==> run_1/met3.png <==
Cells faint in the background.
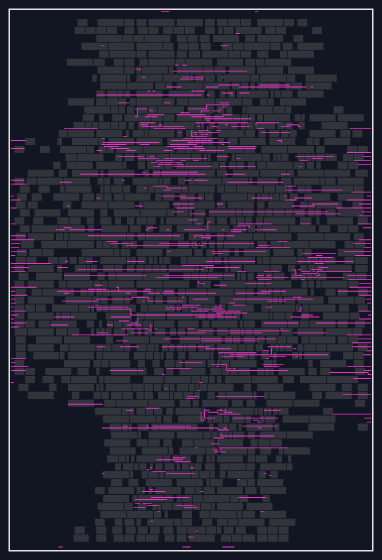
==> run_1/gate_families.png <==
Scale bar: 20 µm.
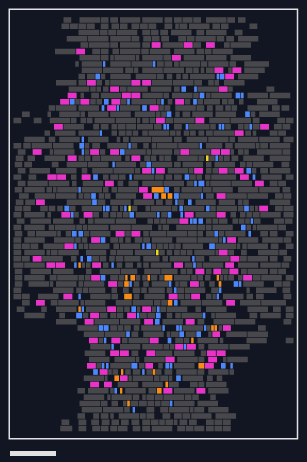
==> run_1/final_congestion.png <==
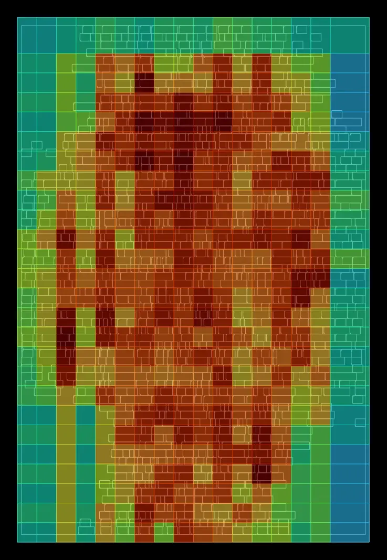
===== src/rtl/gpio_ctrl.sv =====
// gpio_ctrl: CPU-bus register front end for the 32-pin GPIO block.
// Holds shadow direction/output words, issues one-cycle load strobes to the
// pin block, synchronises the pin input word, detects per-pin edges and
// raises a maskable level interrupt.
module gpio_ctrl (
  input  logic        i_clk,
  input  logic        i_rst_n,
  input  logic [2:0]  i_addr,
  input  logic        i_wr,
  input  logic        i_rd,
  input  logic [31:0] i_wdata,
  output logic [31:0] o_rdata,
  output logic        o_rvalid,
  output logic [31:0] o_DDIR,
  output logic        o_WER,
  output logic [31:0] o_DOUT,
  output logic        o_WEO,
  input  logic [31:0] i_DIN,
  output logic        o_irq
);

  localparam int unsigned NPIN = 32;
  localparam int unsigned AW   = 3;
  localparam int unsigned CW   = 2;

  localparam logic [AW-1:0] A_DIR     = 3'd0;
  localparam logic [AW-1:0] A_OUT     = 3'd1;
  localparam logic [AW-1:0] A_OUT_SET = 3'd2;
  localparam logic [AW-1:0] A_OUT_CLR = 3'd3;
  localparam logic [AW-1:0] A_IN      = 3'd4;
  localparam logic [AW-1:0] A_STATUS  = 3'd5;
  localparam logic [AW-1:0] A_MASK    = 3'd6;
  localparam logic [AW-1:0] A_ESEL    = 3'd7;

  localparam logic [CW-1:0] ARM_CNT = 2'd2;

  // Shadow and status registers
  logic [NPIN-1:0] r_dir;
  logic [NPIN-1:0] r_out;
  logic [NPIN-1:0] r_mask;
  logic [NPIN-1:0] r_esel;
  logic [NPIN-1:0] r_status;
  logic [NPIN-1:0] r_in_s;
  logic [NPIN-1:0] r_in_p;
  logic [CW-1:0]   r_cnt;
  logic            r_wer;
  logic            r_weo;
  logic            r_rvalid;
  logic [NPIN-1:0] r_rdata;
  logic            r_irq;

  // Decoded bus actions and edge logic
  logic            w_wr_dir;
  logic            w_wr_out;
  logic            w_wr_set;
  logic            w_wr_clr;
  logic            w_wr_status;
  logic            w_wr_mask;
  logic            w_wr_esel;
  logic            w_rd_ok;
  logic            w_armed;
  logic [NPIN-1:0] w_rise;
  logic [NPIN-1:0] w_fall;
  logic [NPIN-1:0] w_event;
  logic [NPIN-1:0] w_clr;
  logic [NPIN-1:0] w_status_nxt;
  logic [NPIN-1:0] w_rd_mux;

  assign w_wr_dir    = i_wr && (i_addr == A_DIR);
  assign w_wr_out    = i_wr && (i_addr == A_OUT);
  assign w_wr_set    = i_wr && (i_addr == A_OUT_SET);
  assign w_wr_clr    = i_wr && (i_addr == A_OUT_CLR);
  assign w_wr_status = i_wr && (i_addr == A_STATUS);
  assign w_wr_mask   = i_wr && (i_addr == A_MASK);
  assign w_wr_esel   = i_wr && (i_addr == A_ESEL);

  // A read colliding with a write is dropped; the write wins
  assign w_rd_ok = i_rd && !i_wr;

  // Edges are ignored until the sync stages hold real samples
  assign w_armed = (r_cnt == ARM_CNT);

  assign w_rise  = r_in_s & ~r_in_p;
  assign w_fall  = r_in_p & ~r_in_s;
  assign w_event = r_dir & {NPIN{w_armed}} & ((r_esel & w_fall) | (~r_esel & w_rise));

  // New events win over a same-cycle W1C on the same bit
  assign w_clr        = w_wr_status ? i_wdata : '0;
  assign w_status_nxt = (r_status & ~w_clr) | w_event;

  assign o_DDIR   = r_dir;
  assign o_DOUT   = r_out;
  assign o_WER    = r_wer;
  assign o_WEO    = r_weo;
  assign o_rvalid = r_rvalid;
  assign o_rdata  = r_rdata;
  assign o_irq    = r_irq;

  // Read-data mux over pre-update register values
  always_comb begin
    w_rd_mux = '0;
    case (i_addr)
      A_DIR:    w_rd_mux = r_dir;
      A_OUT:    w_rd_mux = r_out;
      A_IN:     w_rd_mux = r_in_s;
      A_STATUS: w_rd_mux = r_status;
      A_MASK:   w_rd_mux = r_mask;
      A_ESEL:   w_rd_mux = r_esel;
      default:  w_rd_mux = '0;
    endcase
  end

  // Shadow registers and their pin-block load strobes
  always_ff @(posedge i_clk or negedge i_rst_n) begin
    if (!i_rst_n) begin
      r_dir  <= '0;
      r_out  <= '0;
      r_mask <= '0;
      r_esel <= '0;
      r_wer  <= 1'b0;
      r_weo  <= 1'b0;
    end else begin
      r_wer <= w_wr_dir;
      r_weo <= w_wr_out || w_wr_set || w_wr_clr;
      if (w_wr_dir)  r_dir  <= i_wdata;
      if (w_wr_out)  r_out  <= i_wdata;
      if (w_wr_set)  r_out  <= r_out | i_wdata;
      if (w_wr_clr)  r_out  <= r_out & ~i_wdata;
      if (w_wr_mask) r_mask <= i_wdata;
      if (w_wr_esel) r_esel <= i_wdata;
    end
  end

  // Input synchroniser and post-reset arming counter
  always_ff @(posedge i_clk or negedge i_rst_n) begin
    if (!i_rst_n) begin
      r_in_s <= '0;
      r_in_p <= '0;
      r_cnt  <= '0;
    end else begin
      r_in_s <= i_DIN;
      r_in_p <= r_in_s;
      if (r_cnt != ARM_CNT) r_cnt <= r_cnt + CW'(1);
    end
  end

  // Edge status flags and the registered interrupt level
  always_ff @(posedge i_clk or negedge i_rst_n) begin
    if (!i_rst_n) begin
      r_status <= '0;
      r_irq    <= 1'b0;
    end else begin
      r_status <= w_status_nxt;
      r_irq    <= |(w_status_nxt & r_mask);
    end
  end

  // Read response: one-cycle strobe, data forced to zero when idle
  always_ff @(posedge i_clk or negedge i_rst_n) begin
    if (!i_rst_n) begin
      r_rvalid <= 1'b0;
      r_rdata  <= '0;
    end else begin
      r_rvalid <= w_rd_ok;
      r_rdata  <= w_rd_ok ? w_rd_mux : '0;
    end
  end

endmodule

===== config.mk =====
export PLATFORM = sky130hd
export DESIGN_NAME = gpio_ctrl
export DESIGN_NICKNAME = d
export VERILOG_FILES = /design/src/rtl/gpio_ctrl.sv
export SDC_FILE = /design/constraint.sdc
export NUM_CORES = 1
export LEC_CHECK = 0
export CORE_ASPECT_RATIO = 1.5
export CORE_UTILIZATION = 49
export CTS_CLUSTER_DIAMETER = 80
export DETAILED_ROUTE_END_ITERATION = 16
export PLACE_DENSITY = 0.86
export SYNTH_ARGS = -nofsm -noshare
export SYNTH_HDL_FRONTEND = slang
export SYNTH_SLANG_ARGS = --single-unit

===== constraint.sdc =====
create_clock -name i_clk -period 2 [get_ports i_clk]
set_clock_uncertainty 0.15 [all_clocks]
set_input_delay 0.2 -clock i_clk [delete_from_list [all_inputs] [get_ports i_clk]]
set_output_delay 0.2 -clock i_clk [all_outputs]
set_load 0.02 [all_outputs]

==> flow_metrics.py, run 1 <==
# Metrics from the implementation run
metrics = {
    "logic_synthesis": {
        "syn_area_mm2": 0.0110,
        "simple_gate_area_share_pct": 7.93,
        "async_flop_share_pct": 100,
        "ys_cells": 878,
        "ys_sh_aoi_pct": 18.4,
        "mux_area_share_pct": 11.3,
        "yosysWarnings": 0,
        "ys_sh_xor_pct": 0.0799,
        "ys_seq_share_pct": 59.8,
        "top_logic_kind": "AND-OR/OR-AND gates",
        "synth.top_cell.area_share_pct": 59.8,
        "synth_nets": 950,
    },
    "critical_path": {
        "r2r_start": "r_cnt[1]",
        "end_kind": "flop",
        "worstSetupEndpoint": "o_irq",
        "crit_path_start": "r_cnt[1]",
        "cp.arrival_ns": 2.30,
        "rr_worst_depth": 6,
    },
    "floorplanning": {
        "die_x_um": 124,
        "boundaryPins": 171,
        "die_y_um": 185,
        "core_mm2": 0.0218,
    },
    "cts": {
        "cts_sinks": 262,
        "clockRootBuffer": "clkbuf_16",
        "cts_resized": 7,
        "htree_levels": 1,
        "post_cts_buffers": 2,
    },
    "global_routing": {
        "grt_max_degree": 58,
        "grt_pass1_vias": 10000,
        "grt_util_all_layers_pct": 31.6,
        "grt_pass1_wl_um": 54700,
        "antenna_found_initial": 1,
        "grt_use_met2_pct": 51.5,
    },
    "timing": {
        "tightest_slew_ns": 0.478,
        "setup_viol": 1,
        "fin_crit_ns": 2.04,
        "setup_ws_ns": -0.0394,
    },
    "drt": {
        "top_layer": "met5",
        "met1Wirelength_um": 12600,
        "drt_iter0_markers": 1212,
    },
    "worst_hold_path": {
        "min_path_type": "in -> async",
    },
    "placed_design": {
        "place_inst": 1378,
        "placed_area_mm2": 0.0138,
        "dp_hpwl_um": 23400,
    },
    "cells_and_area": {
        "stdcell_area_mm2": 0.0152,
        "area_growth_pct": 38.6,
        "drive_above_1_share_pct": 24.2,
        "fin_nets": 1240,
    },
    "run_status": {
        "violations": "setup timing",
        "outcome": "complete, but fails checks",
    },
}
-- met3.png (at the start) --
share of all routed wire = 8.0%
nets with wire on the layer = 271
main direction = horizontal
final wirelength: 35700 µm
met3 usage: 5.36%
Vias: 9589

-- gate_families.png (at the start) --
yellow -> inverters  # cells 3, most used inv_1
magenta -> multiplexers  # cells 111, most used mux2_2
blue -> NAND gates  # cells 130, most used nand2_1
orange -> NOR gates  # cells 25, most used nor2_1

-- final_congestion.png (at the start) --
most used routing layer: met2
drt wl/cell: 24.4 µm

-- run 1: power breakdown --
part | internal [W] | leakage [nW] | switching [W]
logic | 0.00182 | 2.91 | 0.00161
registers | 0.00615 | 3.14 | 0.000889
clock network | 0.00335 | 0.449 | 0.00213
total | 0.0113 | 6.50 | 0.00463
-- run 1: cell type report --
class / instances / area (µm²)
sequential: 262 / 6560
clock buffer: 27 / 633
tap: 272 / 340
fill: 1435 / 6600
inverter: 3 / 11.3
antenna: 1 / 2.50
clock inverter: 19 / 319
multi-input combinational: 559 / 4190
timing repair buffer: 317 / 3140
-- run 1: worst max-delay path: stages (launching register included) --
cell     delay, ns
dfrtp_1       0.41
ha_4          0.26
buf_6         0.18
a32o_1        0.23
a22oi_1       0.33
and3_1        0.26
nand4_1       0.08
==> run 2: changes to the inputs <==
Settings changed: GPL_ROUTABILITY_DRIVEN from default to 0.
==> run_2/drive_strength.png <==
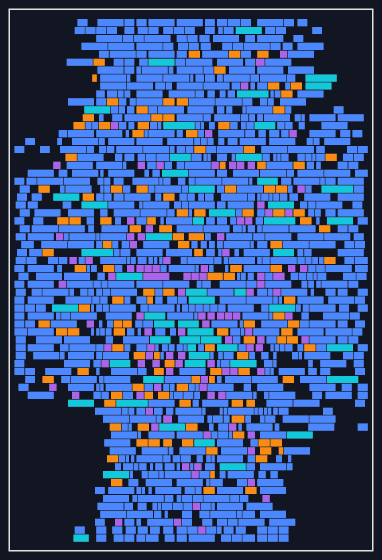
blue -> drive 1 or less  # cells 900, most used dfrtp_1
cyan -> drive 6 and up  # cells 54, most used clkbuf_16
purple -> drive 3 to 4  # cells 104, most used buf_4
orange -> drive 2  # cells 129, most used mux2_2

==> run_2/final_congestion.png <==
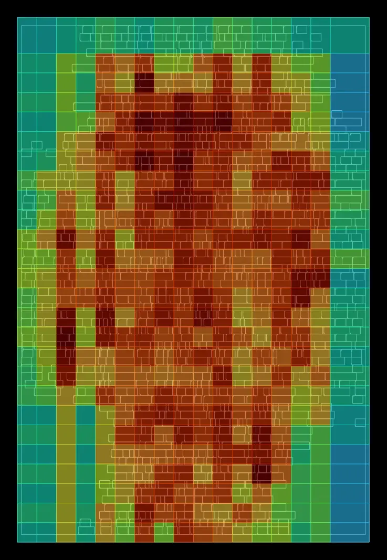
GRT met2 Usage: 51.5%
final core utilization: 69.7%
met1 Usage GRT: 37.0%
gr usage total: 31.6%

==> run 2 against run 1 <==
The run still ends with setup timing left. Via count did not move. Global-route usage is the same. Combinational power barely moved. Critical path depth did not move. Synthesized cell count stayed put. Cell area did not move.
==> flow_metrics.py, run 2 <==
# Metrics from the implementation run
metrics = {
    "power_and_ir_drop": {
        "power_frac_comb_pct": 21.5,
        "p_seq_share_pct": 44.1,
        "p_switching_w": 0.00463,
        "pg_comb_w": 0.00342,
        "sw_frac_of_total_pct": 29.0,
        "clockPowerShare_pct": 34.4,
        "internal-power_w": 0.0113,
        "clock_net_power_w": 0.00548,
    },
    "logic_synthesis": {
        "ys_cells": 878,
        "synth.top_cell.area_share_pct": 59.8,
        "synth_nets": 950,
        "async_flop_share_pct": 100,
        "syn_area_mm2": 0.0110,
    },
    "cts": {
        "clockRootBuffer": "clkbuf_16",
        "cts_sinks": 262,
        "htree_levels": 1,
    },
    "drt": {
        "post_drt_wl_per_cell_um": 24.4,
        "drt_iter0_markers": 1212,
        "drt-total-wl_um": 35700,
    },
    "cells_and_area": {
        "stdcell_area_mm2": 0.0152,
        "sh_seq_area_pct": 43.1,
        "regArea_mm2": 0.00656,
        "layout.area.comb_mm2": 0.00419,
        "n_all_inverters": 3,
        "comb-cell-share_pct": 27.6,
        "nFillCells": 1435,
        "drive_above_1_share_pct": 24.2,
        "top_area_cell_class": "flip-flops and latches",
        "bufAreaShareNonClock_pct": 20.7,
        "flop-count": 262,
        "clk_share_pct": 6.26,
        "multi_input_comb_cells": 559,
        "nClkBuffers": 27,
    },
    "critical_path": {
        "end_kind": "flop",
        "cpPeakStageDelay_ns": 0.41,
        "worstSetupEndpoint": "o_irq",
        "cp_num_buf_inv": 1,
        "rr_worst_depth": 6,
        "cp_cell_sequence": "ha_4, buf_6, a32o_1, a22oi_1, and3_1, nand4_1",
        "cp_top_family": "AND-OR/OR-AND gates",
        "path_depth": 6,
        "cp.arrival_ns": 2.30,
    },
    "timing": {
        "tightest_slew_ns": 0.478,
        "setup_viol": 1,
        "setup_ws_ns": -0.0394,
        "fin_crit_ns": 2.04,
    },
    "run_status": {
        "outcome": "complete, but fails checks",
        "violations": "setup timing",
    },
    "global_routing": {
        "grt_pass1_wl_um": 54700,
        "grt_max_degree": 58,
        "antenna_found_initial": 1,
    },
    "floorplanning": {
        "core_mm2": 0.0218,
        "die_y_um": 185,
        "boundaryPins": 171,
        "die_x_um": 124,
        "nWellTaps": 272,
    },
    "placed_design": {
        "dp_hpwl_um": 23400,
        "placed_area_mm2": 0.0138,
        "place_inst": 1378,
    },
}
==> run_2/gate_families.png <==
Scale bar: 20 µm.
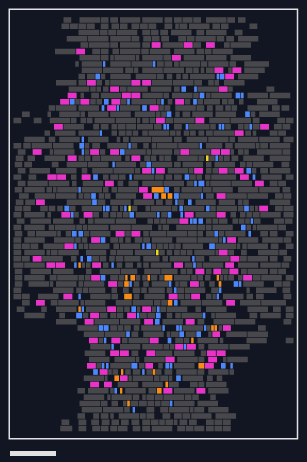
blue -> NAND gates  # cells 130, most used nand2_1
orange -> NOR gates  # cells 25, most used nor2_1
magenta -> multiplexers  # cells 111, most used mux2_2
yellow -> inverters  # cells 3, most used inv_1

-- run 2: cell counts after synthesis --
No cell type changed its count.
-- run 2: cell families after synthesis --
logic type	after synthesis	synth area share, %
buffers and inverters	57	2.35
adders and majority gates	1	0.114
AOI/OAI and AO/OA	274	18.4
xor gates and xnor gates	1	0.0799
DFF	262	59.8
muxes	111	11.3
and+or+nand+nor	172	7.93
-- run 2: what timing repair did --
item	4_1_cts	5_1_grt
setup endpoints to repair	3	15
setup buffers	2	0
pin swaps	2	0
hold endpoints to repair	294	0
gates resized	7	15
hold buffers	33	0
-- run 2: routing by layer --
layer	global-route usage [%]	up-vias	routed length [µm]
met4	23.2	2	2430
met3	5.36	183	2850
met1	37.0	4794	12600
met5	0	-	11
li1	-	3947	-
met2	51.5	663	17800
==> run 3: changes to the inputs <==
Settings changed: CELL_PAD_IN_SITES_DETAIL_PLACEMENT from default to 1, CELL_PAD_IN_SITES_GLOBAL_PLACEMENT from default to 1, CORE_UTILIZATION 49 to 39, PLACE_DENSITY 0.86 to 0.85.
==> run_3/clock_map.png <==
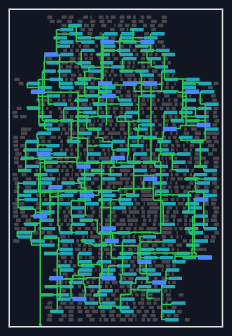
blue -> cells driving clock nets  # count 27
cyan -> flip-flops  # count 262
green -> clock wires  # length 3610 µm
routed clock nets = 28
clk_lat worst skew: 0.57 ns
P_clk: 0.00524 W
Clock Power Share: 32.5%

==> run_3/gate_families.png <==
Scale bar: 50 µm.
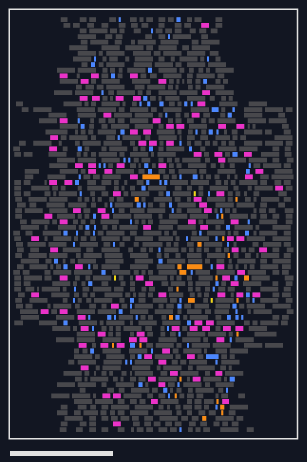
blue -> NAND gates  # cells 130, most used nand2_1
magenta -> multiplexers  # cells 111, most used mux2_2
orange -> NOR gates  # cells 25, most used nor2_1
yellow -> inverters  # cells 3, most used inv_1
Post-Layout Cell Count: 1550
Commonest Layout Cell: dfrtp_1
fraction of area in multi-input gates: 27.5%

==> run 3 against run 2 <==
The flow still finishes with violations (setup timing). Fmax decreased by 6.7%. First-iteration DRC count fell by 23%. Final cell count is 6.2% higher. Power up 1.0%. Flip-flop count unchanged. Register-to-register slack got worse by 0.15 ns. Global-route usage shrank 0.71 points. Critical path type unchanged. Largest cell class unchanged. Largest power group unchanged.
==> flow_metrics.py, run 3 <==
# Metrics from the implementation run
metrics = {
    "run_status": {
        "outcome": "complete, but fails checks",
        "violations": "setup timing",
    },
    "logic_synthesis": {
        "synth_cells": 878,
        "area_leaders": "dfrtp_1 (60%), mux2_2 (11%), a22oi_1 (5.5%)",
        "mux_area_share_pct": 11.3,
        "async_flop_share_pct": 100,
        "simple_gate_area_share_pct": 7.93,
        "adder_share_pct": 0.114,
        "ys_cells": 878,
        "synth_nets": 950,
        "ys_sh_aoi_pct": 18.4,
        "ys_sh_xor_pct": 0.0799,
        "syn_area_mm2": 0.0110,
        "ys_types": 49,
    },
    "drt": {
        "top_layer": "met5",
        "drt_iter0_markers": 937,
        "drt-total-wl_um": 44500,
        "met1Wirelength_um": 15700,
        "wl_met3_um": 3010,
        "detail_route.first_pass.iterations": 11,
    },
    "placed_design": {
        "placed_area_mm2": 0.0141,
        "dp_hpwl_um": 27600,
    },
    "global_routing": {
        "antenna_found_initial": 3,
        "met1_usage_pct": 34.3,
        "grt_max_degree": 54,
        "grt_pass1_wl_um": 67200,
    },
    "critical_path": {
        "rr_worst_depth": 7,
        "cpPeakStageDelay_ns": 0.48,
        "crit_path_start": "r_cnt[1]",
        "end_kind": "flop",
        "cp_num_buf_inv": 0,
        "cp.arrival_ns": 2.47,
        "cp_top_family": "simple AND/OR/NAND/NOR gates",
        "worstSetupEndpoint": "o_irq",
        "cp_cell_sequence": "ha_4, nand3_4, a21oi_4, a2111o_1, nor4_4, nor4b_4, nand4_1",
        "cp_max_fo": 7,
    },
    "timing": {
        "setup_ws_ns": -0.185,
        "tightest_slew_ns": 0.530,
        "fin_crit_ns": 2.19,
        "setup_viol": 1,
    },
    "power_and_ir_drop": {
        "pg_comb_w": 0.00373,
        "p_seq_share_pct": 44.3,
        "internal-power_w": 0.0110,
        "power_frac_comb_pct": 23.2,
        "p_switching_w": 0.00506,
        "sw_frac_of_total_pct": 31.4,
    },
    "floorplanning": {
        "die_y_um": 207,
        "core_mm2": 0.0274,
        "boundaryPins": 171,
        "die_x_um": 139,
    },
    "cells_and_area": {
        "regArea_mm2": 0.00656,
        "layout.area.comb_mm2": 0.00426,
        "drive_above_1_share_pct": 25.0,
        "nFillCells": 2759,
        "final_core_utilization_pct": 56.5,
    },
    "cts": {
        "cts_resized": 18,
        "cts-hold-fix-buffers": 32,
        "cts_sinks": 262,
        "clockRootBuffer": "clkbuf_16",
        "post_cts_buffers": 1,
        "htree_levels": 1,
    },
}
==> run_3/final_congestion.png <==
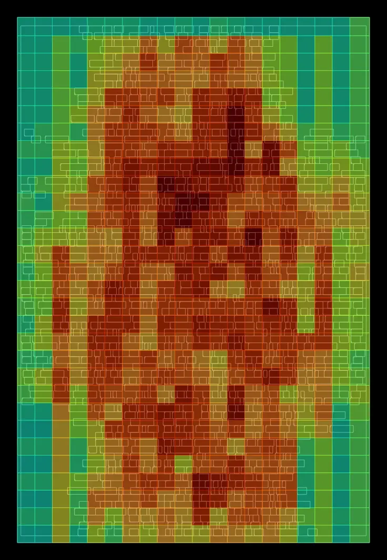
drt wl/cell: 28.7 µm
gr usage total: 30.9%
met3 usage: 5.86%
GRT met2 Usage: 53.3%

-- run 3: stage by stage --
step           setup WS, ns  std cells  hold WS (ns)
3_5_place_dp         -0.629       1460      0.000130
6_report             -0.185       1550        0.0139
3_3_place_gp         -0.526       1460      -0.00828
4_1_cts              -0.130       1541       0.00314
5_1_grt              -0.232       1550        0.0548
2_1_floorplan        0.0235        878        -0.246
-- run 3: area by class of cell --
type,instances,share of cell area (%)
Sequential cell,262,42.3
Clock buffer,40,4.94
Tap cell,342,2.76
Timing Repair Buffer,334,21.6
Multi-Input combinational cell,559,27.5
Inverter,3,0.0727
Clock inverter,8,0.784
Antenna cell,2,0.0323
Power and IR drop assume default switching activity.
